<file path="config.mk">
export PLATFORM = sky130hd
export DESIGN_NAME = id_ex_skid
export DESIGN_NICKNAME = d
export VERILOG_FILES = /design/src/rtl/id_ex_skid_pkg.sv /design/src/rtl/id_ex_skid_pipe_slot.sv /design/src/rtl/id_ex_skid.sv
export SDC_FILE = /design/constraint.sdc
export NUM_CORES = 1
export LEC_CHECK = 0
export CORE_ASPECT_RATIO = 0.8
export CORE_MARGIN = 5
export CORE_UTILIZATION = 35
export DETAILED_ROUTE_END_ITERATION = 7
export SYNTH_ARGS = -nofsm -noshare
export SYNTH_HDL_FRONTEND = slang
export SYNTH_SLANG_ARGS = --single-unit
</file>
<file path="constraint.sdc">
create_clock -name clk -period 2.7 [get_ports clk]
set_input_delay 0.405 -clock clk [delete_from_list [all_inputs] [get_ports clk]]
set_output_delay 0.405 -clock clk [all_outputs]
set_load 0.05 [all_outputs]
</file>
<file path="src/rtl/id_ex_skid_pkg.sv">
// Shared widths, NOP constants and slot-occupancy state encodings for the
// decode-to-execute hand-off.
package id_ex_skid_pkg;

  localparam int DATA_WIDTH  = 32;
  localparam int RADDR_WIDTH = 5;
  localparam int RDATA_WIDTH = 32;

  localparam logic [DATA_WIDTH-1:0]  ZERO          = '0;
  localparam logic [RADDR_WIDTH-1:0] ZERO_REG      = '0;
  localparam logic                   WRITE_ENABLE  = 1'b1;
  localparam logic                   WRITE_DISABLE = 1'b0;
  localparam logic [DATA_WIDTH-1:0]  INST_NOP      = 32'h0000_0013;

  // Encoding is {skid valid, main valid}; 2'b10 can never be reached.
  typedef enum logic [1:0] {
    ST_EMPTY = 2'b00,
    ST_ONE   = 2'b01,
    ST_FULL  = 2'b11
  } state_e;

endpackage

</file>
<file path="src/rtl/id_ex_skid_pipe_slot.sv">
// One payload slot of the hand-off: a load-enabled bundle register that
// resets to the NOP bundle.
module pipe_slot #(
  parameter int              DW       = 32,
  parameter int              AW       = 5,
  parameter logic [DW-1:0]   NOP_INST = 32'h0000_0013
) (
  input  logic          clk,
  input  logic          rst,
  input  logic          load_i,
  input  logic [DW-1:0] inst_i,
  input  logic [DW-1:0] op1_i,
  input  logic [DW-1:0] op2_i,
  input  logic          wen_i,
  input  logic [AW-1:0] waddr_i,
  output logic [DW-1:0] inst_o,
  output logic [DW-1:0] op1_o,
  output logic [DW-1:0] op2_o,
  output logic          wen_o,
  output logic [AW-1:0] waddr_o
);

  always_ff @(posedge clk or negedge rst) begin
    if (!rst) begin
      inst_o  <= NOP_INST;
      op1_o   <= '0;
      op2_o   <= '0;
      wen_o   <= 1'b0;
      waddr_o <= '0;
    end else if (load_i) begin
      inst_o  <= inst_i;
      op1_o   <= op1_i;
      op2_o   <= op2_i;
      wen_o   <= wen_i;
      waddr_o <= waddr_i;
    end
  end

endmodule

</file>
<file path="src/rtl/id_ex_skid.sv">
// Decode-to-execute pipeline register with a one-entry skid buffer so decode
// sees a registered ready; flush squashes everything held or arriving.
module id_ex_skid
  import id_ex_skid_pkg::*;
#(
  parameter int            DW       = DATA_WIDTH,
  parameter int            AW       = RADDR_WIDTH,
  parameter logic [DW-1:0] NOP_INST = INST_NOP
) (
  input  logic          clk,
  input  logic          rst,
  input  logic          flush_in,
  input  logic          id_valid_in,
  output logic          id_ready_out,
  input  logic [DW-1:0] inst_in,
  input  logic [DW-1:0] op1_in,
  input  logic [DW-1:0] op2_in,
  input  logic          reg_wenable_in,
  input  logic [AW-1:0] reg_waddr_in,
  output logic          ex_valid_out,
  input  logic          ex_ready_in,
  output logic [DW-1:0] inst_out,
  output logic [DW-1:0] op1_out,
  output logic [DW-1:0] op2_out,
  output logic          reg_wenable_out,
  output logic [AW-1:0] reg_waddr_out
);

  state_e state_q, state_d;

  logic          mainValid, skidValid, accept, pop;
  logic          loadMain, loadSkid, mainFromSkid;

  logic [DW-1:0] mainInst_d, mainOp1_d, mainOp2_d;
  logic          mainWen_d;
  logic [AW-1:0] mainWaddr_d;

  logic [DW-1:0] mainInst_q, mainOp1_q, mainOp2_q;
  logic          mainWen_q;
  logic [AW-1:0] mainWaddr_q;

  logic [DW-1:0] skidInst_q, skidOp1_q, skidOp2_q;
  logic          skidWen_q;
  logic [AW-1:0] skidWaddr_q;

  // Ready depends only on registered state, never on ex_ready_in.
  assign mainValid = state_q[0];
  assign skidValid = state_q[1];
  assign accept    = id_valid_in & ~skidValid & ~flush_in;
  assign pop       = mainValid & ex_ready_in;

  always_ff @(posedge clk or negedge rst) begin
    if (!rst) state_q <= ST_EMPTY;
    else      state_q <= state_d;
  end

  always_comb begin
    state_d      = state_q;
    loadMain     = 1'b0;
    loadSkid     = 1'b0;
    mainFromSkid = 1'b0;
    if (flush_in) begin
      state_d = ST_EMPTY;
    end else begin
      case (state_q)
        ST_EMPTY: begin
          if (accept) begin
            state_d  = ST_ONE;
            loadMain = 1'b1;
          end
        end
        ST_ONE: begin
          if (accept && pop) begin
            loadMain = 1'b1;
          end else if (accept) begin
            state_d  = ST_FULL;
            loadSkid = 1'b1;
          end else if (pop) begin
            state_d = ST_EMPTY;
          end
        end
        ST_FULL: begin
          if (pop) begin
            state_d      = ST_ONE;
            loadMain     = 1'b1;
            mainFromSkid = 1'b1;
          end
        end
        default: state_d = ST_EMPTY;
      endcase
    end
  end

  always_comb begin
    id_ready_out = ~skidValid;
    ex_valid_out = mainValid;
    if (mainValid) begin
      inst_out        = mainInst_q;
      op1_out         = mainOp1_q;
      op2_out         = mainOp2_q;
      reg_wenable_out = mainWen_q;
      reg_waddr_out   = mainWaddr_q;
    end else begin
      inst_out        = NOP_INST;
      op1_out         = '0;
      op2_out         = '0;
      reg_wenable_out = WRITE_DISABLE;
      reg_waddr_out   = '0;
    end
  end

  assign mainInst_d  = mainFromSkid ? skidInst_q  : inst_in;
  assign mainOp1_d   = mainFromSkid ? skidOp1_q   : op1_in;
  assign mainOp2_d   = mainFromSkid ? skidOp2_q   : op2_in;
  assign mainWen_d   = mainFromSkid ? skidWen_q   : reg_wenable_in;
  assign mainWaddr_d = mainFromSkid ? skidWaddr_q : reg_waddr_in;

  pipe_slot #(.DW(DW), .AW(AW), .NOP_INST(NOP_INST)) uMainSlot (
    .clk     (clk),
    .rst     (rst),
    .load_i  (loadMain),
    .inst_i  (mainInst_d),
    .op1_i   (mainOp1_d),
    .op2_i   (mainOp2_d),
    .wen_i   (mainWen_d),
    .waddr_i (mainWaddr_d),
    .inst_o  (mainInst_q),
    .op1_o   (mainOp1_q),
    .op2_o   (mainOp2_q),
    .wen_o   (mainWen_q),
    .waddr_o (mainWaddr_q)
  );

  pipe_slot #(.DW(DW), .AW(AW), .NOP_INST(NOP_INST)) uSkidSlot (
    .clk     (clk),
    .rst     (rst),
    .load_i  (loadSkid),
    .inst_i  (inst_in),
    .op1_i   (op1_in),
    .op2_i   (op2_in),
    .wen_i   (reg_wenable_in),
    .waddr_i (reg_waddr_in),
    .inst_o  (skidInst_q),
    .op1_o   (skidOp1_q),
    .op2_o   (skidOp2_q),
    .wen_o   (skidWen_q),
    .waddr_o (skidWaddr_q)
  );

endmodule

</file>
sizes.png
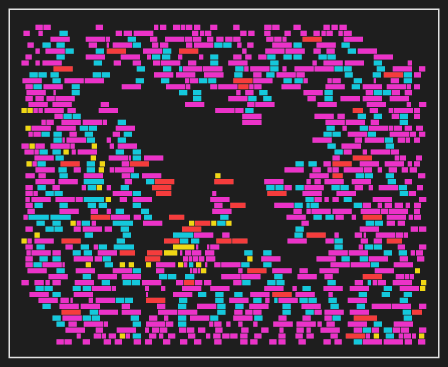
Cyan shows _2 cells, cells 257, most used mux2_2. Magenta shows _0 and _1 cells, cells 580, most used dfrtp_1. Red shows _6 and larger, cells 42, most used clkbuf_16. Yellow shows _3 and _4 cells, cells 35, most used buf_4.

placement_by_type.png
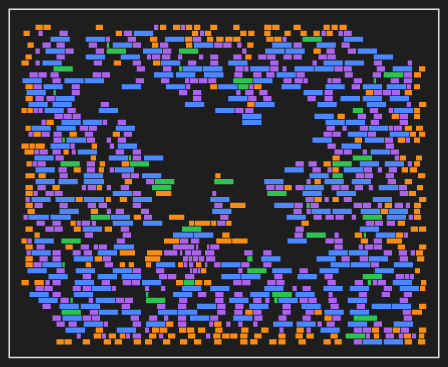
Green shows clock drivers and dummy loads, cells 44, share of their area 6.2%. Purple shows combinational and other logic, cells 432, share of their area 34%. Blue shows flops, cells 206, share of their area 41%. Orange shows other buffers and delay cells, cells 232, share of their area 18%.
area inside the core boundary: 27300 sq um
number of rows in the core area: 54
final cell area excluding filler cells: 13000 sq um
share of the final layout cell area in sequential cells: 0.397

io_fan.png
Bar = 50 um.
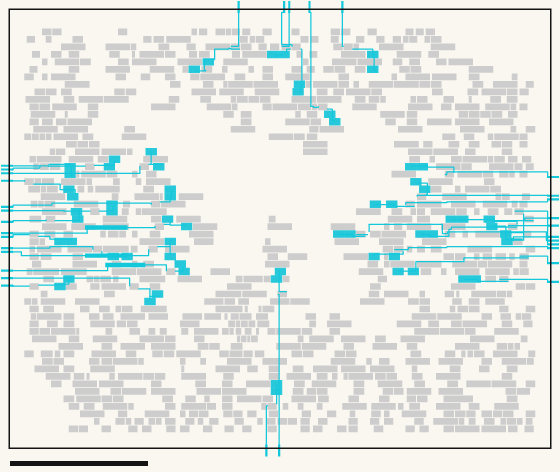
Cyan shows inst_in, bits 32, direction input, end cells 64, buffers 32, wire 1490 um.

==> run summary <==
Notes from the flow run.

Detailed routing:
- Summed over all layers, the routed wires come to 22400 um.
- The run puts the wire length per cell after detailed routing at 17.5 um.
- The run gives the met2 routed wirelength as 9490 um.

Cells and area:
- The run puts the total number of nets in the final design at 1007.
- The run gives the fraction of area in clock buffers and inverters as 0.0593.

Hold path:
- The run gives the worst min-delay path class as in2async.

Critical path:
- The run gives the cell count along the critical path as 3.
- Per the STA report, the cell with the highest stage delay on the worst path is sky130_fd_sc_hd__clkdlybuf4s50_1.

Die:
- The run puts the number of tap cells inserted at 364.

Timing:
- The run gives the time the final worst path needs with I/O delays and setup as 2.59 ns.
- Derived from the worst setup path, the maximum achievable clock frequency is 386 MHz.
- The final timing report lists clock skew as 0.00682 ns.
- Setup repair after global routing left no endpoint under its margin.

Pwr:
- The run puts the sequential power at 5320 uW.
- The run gives the switching power share of the total as 0.367.

Synthesis:
- In this run, synthesis inferred 0 flip-flops with an integrated enable.
- The run gives the synthesized flop and latch total as 206.
- After synthesis, the most frequently instantiated cells are sky130_fd_sc_hd__mux2_2 (244), sky130_fd_sc_hd__dfrtp_1 (200), sky130_fd_sc_hd__and2_1 (99).
- Per the synth stats, the proportion of register bits with asynchronous set or reset is 1.00.

Clocking:
- After clock tree synthesis, the flow added hold-fix buffers numbering 1.

Status:
- The flow ran to the end, and the final reports show no timing, DRC or antenna violations.
final timing paths:
kind / from / endpoint
max: state_q[0] / reg_waddr_out[0]
min: rst / uMainSlot.op2_o[22]
max reg2reg: state_q[1] / uMainSlot.op1_o[19]
min reg2reg: uMainSlot.inst_o[23] / uMainSlot.inst_o[23]
max in group asynchronous: rst / uSkidSlot.inst_o[0]
min in group clk: uMainSlot.inst_o[23] / uMainSlot.inst_o[23]
metrics by stage:
step	area, sq um	cells	worst slack, ns
detailed placement	12300	1233	0.0714
floorplan	9700	682	0.132
finish	13000	1279	0.107
global placement	12300	1233	0.111
global route	13000	1278	0.00130
CTS	13000	1278	0.0200
cell families after synthesis:
| family | Yosys count |
|---|---|
| fa+ha+maj | 4 |
| compound gates | 6 |
| flops | 206 |
| mux | 308 |
| buf+inv | 46 |
| simple gates | 112 |
Power figures rest on the tool's default switching activity, not on a simulated workload.
